`src/rtl/regfile_scoreboard.sv`:
```
// rtl/regfile_scoreboard.sv - register file with per-register busy scoreboard and optional write forwarding
module regfile_scoreboard #(
    parameter int DATA_WIDTH     = 32,
    parameter int REGISTERS      = 32,
    parameter int LOG2_REGISTERS = 5,
    parameter int READ_PORTS     = 2,
    parameter int BYPASS         = 1
) (
    input  logic                                clk,
    input  logic                                rst,
    input  logic [READ_PORTS*LOG2_REGISTERS-1:0] rd_addr,
    output logic [READ_PORTS*DATA_WIDTH-1:0]     rd_data,
    output logic [READ_PORTS-1:0]                rd_busy,
    input  logic                                wr_en,
    input  logic [LOG2_REGISTERS-1:0]            wr_addr,
    input  logic [DATA_WIDTH-1:0]                wr_data,
    input  logic                                resv_en,
    input  logic [LOG2_REGISTERS-1:0]            resv_addr,
    output logic                                stall,
    output logic [LOG2_REGISTERS:0]              busy_count
);

    logic [DATA_WIDTH-1:0]   regs [REGISTERS];
    logic [REGISTERS-1:0]    busy;
    logic [REGISTERS-1:0]    busy_next;
    logic [LOG2_REGISTERS:0] count_next;

    // Next busy vector: a write retires its producer, a reservation applied
    // afterwards wins on the same register because it is the newer producer.
    always_comb begin
        busy_next = busy;
        if (wr_en) begin
            busy_next[wr_addr] = 1'b0;
        end
        if (resv_en && (resv_addr != '0)) begin
            busy_next[resv_addr] = 1'b1;
        end
        busy_next[0] = 1'b0;
    end

    // Popcount of the next busy vector so busy_count tracks the state after each edge.
    always_comb begin
        count_next = '0;
        for (int i = 0; i < REGISTERS; i++) begin
            count_next = count_next + {{LOG2_REGISTERS{1'b0}}, busy_next[i]};
        end
    end

    // State update: reset clears everything and overrides any write or reservation.
    always_ff @(posedge clk) begin
        if (rst) begin
            for (int i = 0; i < REGISTERS; i++) begin
                regs[i] <= '0;
            end
            busy       <= '0;
            busy_count <= '0;
        end else begin
            if (wr_en && (wr_addr != '0)) begin
                regs[wr_addr] <= wr_data;
            end
            busy       <= busy_next;
            busy_count <= count_next;
        end
    end

    genvar p;
    generate
        for (p = 0; p < READ_PORTS; p++) begin : g_read
            logic [LOG2_REGISTERS-1:0] addr;
            logic [DATA_WIDTH-1:0]     data;
            logic                      pend;

            assign addr = rd_addr[p*LOG2_REGISTERS +: LOG2_REGISTERS];

            // Combinational read: forward the in-flight write when enabled,
            // x0 is hard zero, and outputs are held quiet while in reset.
            always_comb begin
                data = regs[addr];
                pend = busy[addr];
                if ((BYPASS != 0) && wr_en && (addr == wr_addr)) begin
                    data = wr_data;
                    pend = 1'b0;
                end
                if (addr == '0) begin
                    data = '0;
                    pend = 1'b0;
                end
                if (rst) begin
                    data = '0;
                    pend = 1'b0;
                end
            end

            assign rd_data[p*DATA_WIDTH +: DATA_WIDTH] = data;
            assign rd_busy[p]                          = pend;
        end
    endgenerate

    assign stall = |rd_busy;

endmodule

```
`config.mk`:
```
export PLATFORM = sky130hd
export DESIGN_NAME = regfile_scoreboard
export DESIGN_NICKNAME = d
export VERILOG_FILES = /design/src/rtl/regfile_scoreboard.sv
export SDC_FILE = /design/constraint.sdc
export NUM_CORES = 2
export LEC_CHECK = 0
export CAP_MARGIN = 20
export CORE_MARGIN = 5
export CORE_UTILIZATION = 57
export DETAILED_ROUTE_END_ITERATION = 8
export PLACE_DENSITY = 0.77
export SLEW_MARGIN = 40
export SYNTH_ARGS = -nofsm -noshare
export SYNTH_HDL_FRONTEND = slang
export SYNTH_SLANG_ARGS = --single-unit
export TNS_END_PERCENT = 100
```
`constraint.sdc`:
```
create_clock -name clk -period 6.59 [get_ports clk]
set_input_delay 0.659 -clock clk [delete_from_list [all_inputs] [get_ports clk]]
set_output_delay 0.659 -clock clk [all_outputs]
set_load 0.05 [all_outputs]
```
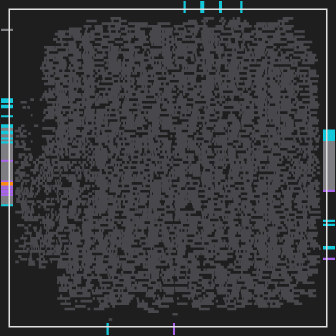
Figure 1: pin placement.
Pins as bars across the die edge, other pins in grey.
Key: purple = `rd_addr` [pins 10, direction input, edge 7 left, 2 right, 1 bottom]; orange = `rd_busy` [pins 2, direction output, edge left]; cyan = `wr_data` [pins 32, direction input, edge 13 left, 12 right, 6 top, 1 bottom]
All pins by edge: 69 left, 52 right, 6 top, 2 bottom.

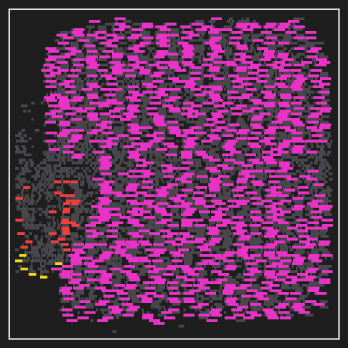
Figure 2: register map, names as in the netlist.
Scale: 1 px per um. Other cells in grey.
Key: yellow = `busy_count` [flops 6, where lower left]; red = `busy` [flops 31]; magenta = `regs` [flops 1024, where all over the die]
Sequential Area: 31500 um^2
Seq/total area: 48.9%
Layout Utilization: 64.2%
Seq group: 7.94 mW

==> impl_metrics.py <==
# Generated from Yosys and OpenROAD reports
metrics = {
    "status": {
        "outcome": "finished, final reports clean",
    },
    "critical_path": {
        "startpoint_type": "primary input",
        "rr_endpoint": "busy_count[4]",
        "cp_common_cell": "fa_1",
        "r2r_slack_ns": 1.31,
        "path_buffers": 3,
        "crit_end": "busy_count[4]",
        "crit_fanout": 4,
        "rr_startpoint": "busy[16]",
        "slowest_stage": "clkdlybuf4s50_1",
        "cp_cell_sequence": "clkdlybuf4s50_1 > or3b_2 > or4b_1 > a22o_1 > fa_1 > inv_1 > fa_1 > fa_1 > inv_1 > fa_1 > fa_1 > fa_1 > fa_2 > fa_2 > a21o_1 > a21oi_1 > xor2_1 > nor2_1",
        "crit_path_start": "wr_addr[3]",
        "endpoint_kind": "register",
        "arrival_ns": 6.98,
        "max_stage_delay_ns": 0.54,
    },
    "final_timing": {
        "min_period_over_period_pct": 97.5,
        "fin_skew_ns": 0.00637,
        "maxSlewHeadroom_pct": 39.5,
        "fmax_mhz": 156,
        "tightest_slew_ns": 0.908,
        "final_hold_viol_count": 0,
        "grt_setup_unrepaired": "no",
        "drv_slew": 0,
        "setup-tns-final_ns": 0,
        "min_period_ns": 6.42,
        "whs_ns": 0.350,
        "setup_viol": 0,
        "fin_ws_ns": 0.168,
    },
    "run": {
        "maxCapViolations": 0,
        "log.warning_count": 27,
    },
    "detailed_routing": {
        "met2_wirelength_um": 82200,
        "drc_errors": 0,
        "drt_iter0_markers": 5880,
        "detail-route-antenna-nets": 0,
        "dr.pass1.iters": 6,
        "viasPerCell": 7.03,
        "m1WireLength_um": 63000,
        "postRouteWirelength_um": 182000,
        "wl_met3_um": 26600,
        "num_vias": 37100,
    },
    "synth": {
        "yosysWarnings": 0,
        "ys_sh_simple_pct": 13.5,
        "synthArstFlopShare_pct": 0,
        "syn_inst": 3776,
        "ys_ff": 1061,
        "synthDistinctLibCells": 53,
        "ys_cells": 3776,
        "ys_sh_aoi_pct": 3.50,
        "syn_area_um2": 57800,
        "ys_seq_share_pct": 54.5,
        "ys_sh_mux_pct": 24.1,
        "xor_share_pct": 0.182,
        "top_logic_kind": "multiplexers",
        "ff_type": "edfxtp_1",
        "enable_flop_cells": 1024,
        "ys_sh_adder_pct": 0.949,
    },
    "die": {
        "core_area_um2": 100000,
        "rows": 116,
        "die_y_um": 328,
        "initCoreUtil_pct": 57.6,
        "nWellTaps": 1357,
        "die_area_um2": 108000,
        "die.size.x_um": 328,
    },
    "cells_and_area": {
        "lay_top_count": "edfxtp_1",
        "fin_nets": 3909,
        "final_cell_area_um2": 64400,
        "clkbuf_count": 138,
        "drive_above_1_share_pct": 25.7,
        "buffers": 309,
        "nFillCells": 6937,
        "logic_gates": 2312,
        "lay_top_cells": "1024 x edfxtp_1, 998 x and2_1, 566 x mux4_2",
        "biggestCellCategory": "sequential cells",
        "diodes": 7,
        "area_delta_synth_final_pct": 11.4,
        "inv_count": 28,
    },
    "grt": {
        "grt_pass1_vias": 37100,
        "grt_use_met3_pct": 11.2,
        "grt_pass1_wl_um": 261000,
        "grt_max_degree": 83,
        "grtUsageMet1_pct": 45.5,
        "grtUsageTotal_pct": 33.8,
    },
    "cts": {
        "cts_buffer_depth": 3,
        "cts_root_buf": "clkbuf_16",
        "path_clk_slew_ns": 0.07,
        "clock_latency_ns": 0.69,
        "cts_hold_buf": 0,
        "h-tree-depth": 3,
        "cts_tree": "built",
        "cts-resized-gates": 0,
        "post_cts.repair.setup_buffers": 0,
    },
    "min_path": {
        "hold_start": "rst",
        "min_to": "busy[30]",
        "hold_class": "in -> reg",
    },
    "placement": {
        "place_ws_ns": -0.527,
        "dp.cells": 5065,
        "dp_hpwl_um": 107000,
        "gp_congestion": 0.868,
    },
    "pwr": {
        "pg_clk_mw": 6.09,
        "p_per_area_nw_per_um2": 253,
        "powerComb_mw": 2.29,
        "p_int_mw": 12.1,
        "seqPwrFrac_pct": 48.7,
        "finalPower_mw": 16.3,
        "p_switching_mw": 4.19,
        "leakagePower_nw": 22.3,
        "peakVddDrop_mv": 0.224,
        "pwr-share-clk_pct": 37.3,
    },
}
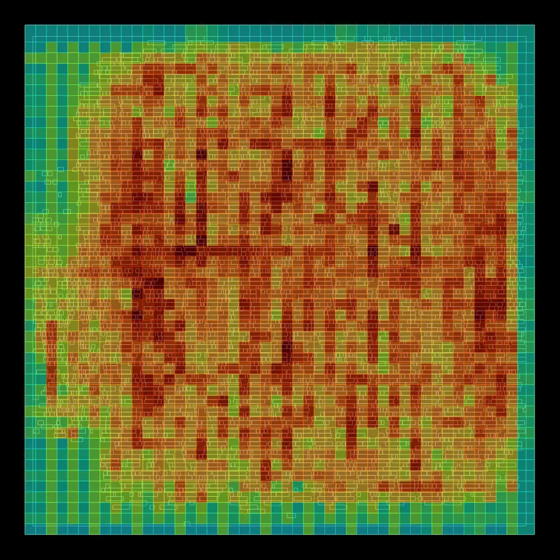
Figure 3: track usage over the die.
routing usage on met2: 50.7%
layer with the highest usage: met2
WL per Instance: 34.6 um

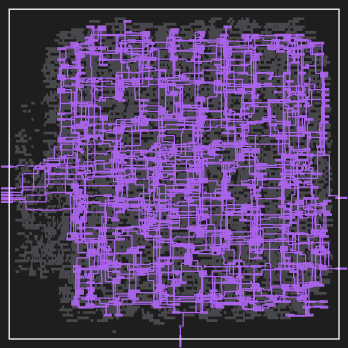
Figure 4: nets reached from selected ports.
Scale: 1 px per um.
Key: purple = `rd_addr` [bits 10, direction input, edge 7 left, 2 right, 1 bottom, end cells 888, wire 27.3 mm]
io pins: 129
port bufs: 128

[flip-flops by register name (all words and copies together), names as in the netlist]
name	count
regs	1024
busy	31
busy_count	6
[synth_stat cells (28+ instances only)]
| cell type | number | area (um^2) |
|---|---|---|
| and2_1 | 998 | 6240 |
| a211oi_1 | 36 | 270 |
| and3_1 | 34 | 213 |
| nor2b_1 | 68 | 425 |
| a221o_1 | 63 | 631 |
| edfxtp_1 | 1024 | 30700 |
| nand2_1 | 39 | 146 |
| or2_2 | 28 | 175 |
| buf_2 | 50 | 250 |
| a21oi_1 | 46 | 230 |
| mux4_2 | 566 | 12700 |
| nor2_1 | 65 | 244 |
| mux2i_1 | 118 | 1180 |
| o21ai_0 | 38 | 190 |
| clkbuf_1 | 304 | 1140 |
| dfxtp_1 | 37 | 741 |
| a221oi_1 | 34 | 298 |
Power is estimated from default activity; no workload was simulated.
